<file path="src/rtl/scanner_lot_sequencer.sv">
// Lot-level scheduler for the lithography scanner: issues one start per wafer,
// follows the scanner step code back to IDLE, and fails the lot on error, watchdog or abort.
module scanner_lot_sequencer #(
  parameter int STEP_TIMEOUT = 1000,
  parameter int LOT_W        = 5
) (
  input  logic             clk,
  input  logic             reset,
  input  logic             lot_start,
  input  logic [LOT_W-1:0] lot_size,
  input  logic             abort,
  input  logic [3:0]       scan_step,
  output logic             start_cmd,
  output logic             scan_reset,
  output logic             busy,
  output logic [LOT_W-1:0] wafer_cnt,
  output logic             lot_done,
  output logic             lot_fail,
  output logic             timeout_flag
);

  typedef enum logic [2:0] {
    S_IDLE,
    S_START,
    S_WAIT_RUN,
    S_RUN,
    S_NEXT,
    S_DONE,
    S_FAIL
  } state_t;

  localparam logic [3:0]  STEP_IDLE = 4'd0;
  localparam logic [3:0]  STEP_ERR  = 4'd15;
  localparam logic [15:0] WD_LIMIT  = 16'(STEP_TIMEOUT - 1);

  state_t           state_q, state_d;
  logic [LOT_W-1:0] target_q, target_d;
  logic [LOT_W-1:0] wafer_cnt_q, wafer_cnt_d;
  logic             lot_fail_q, lot_fail_d;
  logic             timeout_q, timeout_d;
  logic [15:0]      wd_q, wd_d;
  logic [3:0]       prev_step_q, prev_step_d;

  logic step_changed;
  logic wd_expired;
  logic fail_go;
  logic timeout_go;

  always_comb begin
    state_d     = state_q;
    target_d    = target_q;
    wafer_cnt_d = wafer_cnt_q;
    lot_fail_d  = lot_fail_q;
    timeout_d   = timeout_q;
    wd_d        = '0;
    prev_step_d = scan_step;
    fail_go     = 1'b0;
    timeout_go  = 1'b0;

    step_changed = (scan_step != prev_step_q);
    wd_expired   = !step_changed && (wd_q == WD_LIMIT);

    case (state_q)
      S_IDLE: begin
        if (lot_start && (lot_size != '0)) begin
          target_d    = lot_size;
          wafer_cnt_d = '0;
          lot_fail_d  = 1'b0;
          timeout_d   = 1'b0;
          state_d     = S_START;
        end
      end
      S_START: begin
        state_d = S_WAIT_RUN;
      end
      S_WAIT_RUN: begin
        wd_d = step_changed ? 16'd0 : wd_q + 16'd1;
        if (scan_step == STEP_ERR) begin
          fail_go = 1'b1;
        end else if (scan_step != STEP_IDLE) begin
          state_d = S_RUN;
        end else if (wd_expired) begin
          fail_go    = 1'b1;
          timeout_go = 1'b1;
        end
      end
      S_RUN: begin
        wd_d = step_changed ? 16'd0 : wd_q + 16'd1;
        if (scan_step == STEP_ERR) begin
          fail_go = 1'b1;
        end else if (scan_step == STEP_IDLE) begin
          // Saturate at target so a stray extra completion can never wrap the count.
          if (wafer_cnt_q != target_q) begin
            wafer_cnt_d = wafer_cnt_q + 1'b1;
          end
          state_d = S_NEXT;
        end else if (wd_expired) begin
          fail_go    = 1'b1;
          timeout_go = 1'b1;
        end
      end
      S_NEXT: begin
        state_d = (wafer_cnt_q == target_q) ? S_DONE : S_START;
      end
      S_DONE: begin
        state_d = S_IDLE;
      end
      S_FAIL: begin
        state_d = S_IDLE;
      end
      default: begin
        state_d = S_IDLE;
      end
    endcase

    // Abort outranks every in-lot cause and is never a watchdog failure.
    if (abort && (state_q != S_IDLE) && (state_q != S_FAIL)) begin
      fail_go    = 1'b1;
      timeout_go = 1'b0;
    end

    if (fail_go) begin
      state_d    = S_FAIL;
      lot_fail_d = 1'b1;
      timeout_d  = timeout_go;
      wd_d       = '0;
    end
  end

  always_ff @(posedge clk) begin
    if (reset) begin
      state_q     <= S_IDLE;
      target_q    <= '0;
      wafer_cnt_q <= '0;
      lot_fail_q  <= 1'b0;
      timeout_q   <= 1'b0;
      wd_q        <= '0;
      prev_step_q <= '0;
    end else begin
      state_q     <= state_d;
      target_q    <= target_d;
      wafer_cnt_q <= wafer_cnt_d;
      lot_fail_q  <= lot_fail_d;
      timeout_q   <= timeout_d;
      wd_q        <= wd_d;
      prev_step_q <= prev_step_d;
    end
  end

  assign start_cmd    = (state_q == S_START);
  assign scan_reset   = (state_q == S_FAIL);
  assign lot_done     = (state_q == S_DONE);
  assign busy         = (state_q != S_IDLE);
  assign wafer_cnt    = wafer_cnt_q;
  assign lot_fail     = lot_fail_q;
  assign timeout_flag = timeout_q;

endmodule

</file>
<file path="config.mk">
export PLATFORM = sky130hd
export DESIGN_NAME = scanner_lot_sequencer
export DESIGN_NICKNAME = d
export VERILOG_FILES = /design/src/rtl/scanner_lot_sequencer.sv
export SDC_FILE = /design/constraint.sdc
export NUM_CORES = 1
export LEC_CHECK = 0
export ABC_CLOCK_PERIOD_IN_PS = 3000
export CORE_UTILIZATION = 54
export DETAILED_ROUTE_END_ITERATION = 10
export GPL_TIMING_DRIVEN = 0
export PLACE_DENSITY_LB_ADDON = 0.3
export SYNTH_ARGS = -nofsm -noshare
export SYNTH_HDL_FRONTEND = slang
export SYNTH_SLANG_ARGS = --single-unit
</file>
<file path="constraint.sdc">
create_clock -name clk -period 3 [get_ports clk]
set_input_delay 0.9 -clock clk [delete_from_list [all_inputs] [get_ports clk]]
set_output_delay 0.9 -clock clk [all_outputs]
set_load 0.005 [all_outputs]
</file>
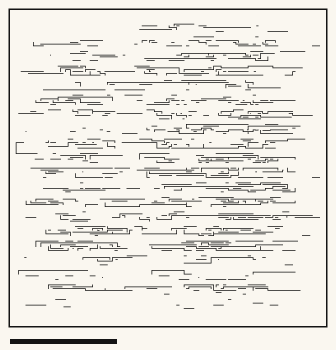
**Above:** run 1 (signal wires on met1).
The bar under the picture is 20 µm long.
The layer carries 1590 µm of wire. 233 nets have wire on it. The wires run mostly horizontal. The layer holds 44% of the routed length.

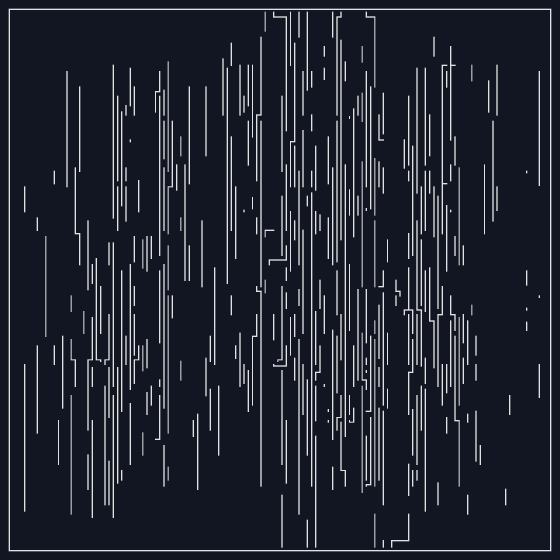
**Above:** run 1 (metal 2).
209 nets have wire on it. The layer holds 50% of the routed length. The layer carries 1820 µm of wire.

==> flow_metrics.env, run 1 <==
# flow metrics
export IMPL_outcome="finished, final reports clean"
export IMPL_syn_inst=209
export IMPL_largest_register_ffs=16
export IMPL_die_area_um2=3470
export IMPL_cts_tree="yes"
export IMPL_top_area_cell="dfxtp_1"
export IMPL_finalNetCount=253
export IMPL_slew_viol_final=0
export IMPL_pin_count=24
export IMPL_met2_usage_pct=41.7
export IMPL_die_x_um=58.9
export IMPL_netlist_area_leader_share_pct=40.1
export IMPL_p_leak_nw=0.714
export IMPL_placed_cell_area_um2=2020
export IMPL_port_buffers=22
export IMPL_async_reset_ff_share_pct=0
export IMPL_dp_slack_ps=-215
export IMPL_fmax_mhz=354
export IMPL_period_used_pct=94.1
export IMPL_worstHoldEndpoint="target_q[1]"
export IMPL_max_stage_delay_ps=490
export IMPL_syn2layout_area_growth_pct=20.7
export IMPL_worstPathCellList="clkbuf_1 > nor2b_1 > and2_1 > clkdlybuf4s50_1"
export IMPL_drt_iter0_markers=63
export IMPL_r2r_start="wd_q[3]"
export IMPL_critPathLaunchType="flop"
export IMPL_drtPass1Iterations=4
export IMPL_power_leader="sequential cells"
export IMPL_crit_end="lot_done"
export IMPL_cp_slowest_cell="clkdlybuf4s50_1"
export IMPL_crit_path_max_fanout=10
export IMPL_p_int_mw=0.818
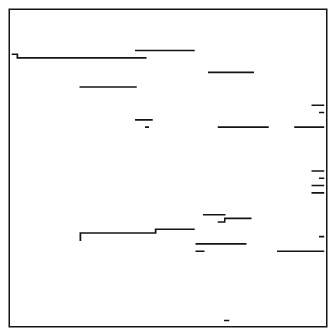
**Above:** run 1 (M3 wires).
The wires run mostly horizontal. The layer holds 3.8% of the routed length. The longest straight run is 23.9 µm. 17 nets have wire on it. The layer carries 137 µm of wire.
via count: 1501
routed wire length: 3610 µm
M3 GR Usage: 5.93%

==> run 1 -> run 2 <==
--- a/config.mk
+++ b/config.mk
@@ -10,6 +10,7 @@
 export DETAILED_ROUTE_END_ITERATION = 10
 export GPL_TIMING_DRIVEN = 0
 export PLACE_DENSITY_LB_ADDON = 0.3
+export RECOVER_POWER = 50
 export SYNTH_ARGS = -nofsm -noshare
 export SYNTH_HDL_FRONTEND = slang
 export SYNTH_SLANG_ARGS = --single-unit
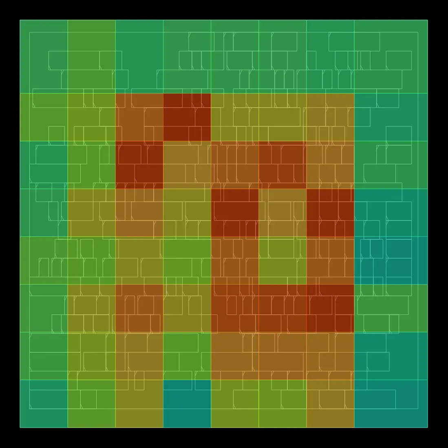
**Above:** run 2 (routing congestion map).
GR met2 Demand/Resource: 41.7%
aggregate global-route resource usage: 23.5%
post-layout util: 68.9%

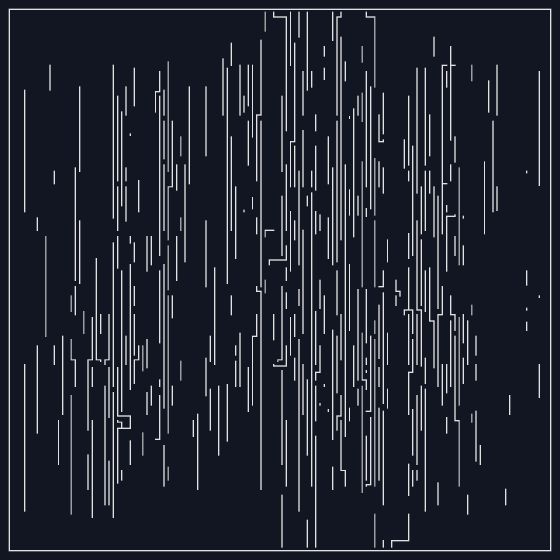
**Above:** run 2 (metal 2).
The wires run mostly vertical. The layer holds 51% of the routed length. 209 nets have wire on it. The layer carries 1830 µm of wire.
routed wire length: 3610 µm
via count: 1505

==> run 2 against run 1 <==
Combinational power about the same. Area after synthesis unchanged. First-iteration DRC count increased by 9.5%. Count of clock-buffer cells in the layout stayed put. Hold slack lost 0.82 ps. Critical endpoint is now wd_q[10]. Largest power group unchanged.
==> flow_metrics.env, run 2 <==
# flow metrics
export IMPL_outcome="finished, final reports clean"
export IMPL_finalNetCount=253
export IMPL_max_stage_delay_ps=640
export IMPL_met3_length_um=141
export IMPL_p_leak_nw=0.739
export IMPL_async_reset_ff_share_pct=0
export IMPL_p_int_mw=0.815
export IMPL_dp_slack_ps=-215
export IMPL_die_area_um2=3470
export IMPL_crit_end="wd_q[10]"
export IMPL_critPathLaunchType="primary input"
export IMPL_clk_pin_slew_ps=100
export IMPL_buffers_excl_clock=30
export IMPL_cts_tree="yes"
export IMPL_largest_register_ffs=16
export IMPL_powerDensity_nw_per_um2=575
export IMPL_gr_usage_met3_pct=5.93
export IMPL_power_leader="sequential cells"
export IMPL_port_buffers=22
export IMPL_worstHoldEndpoint="wd_q[0]"
export IMPL_syn2layout_area_growth_pct=20.3
export IMPL_hold_path_class="reg -> reg"
export IMPL_cp_slowest_cell="dlygate4sd3_1"
export IMPL_slew_viol_final=0
export IMPL_cts_setup_buffers=0
export IMPL_period_used_pct=95.6
export IMPL_regArea_um2=701
export IMPL_drt_iter0_markers=69
export IMPL_pin_count=24
export IMPL_drtPass1Iterations=4
export IMPL_post_dp_hpwl_um=2640
export IMPL_die_x_um=58.9
export IMPL_r2r_start="wd_q[3]"
export IMPL_top_area_cell="dfxtp_1"
No activity file was given, so power comes from the tool's default toggle rates.
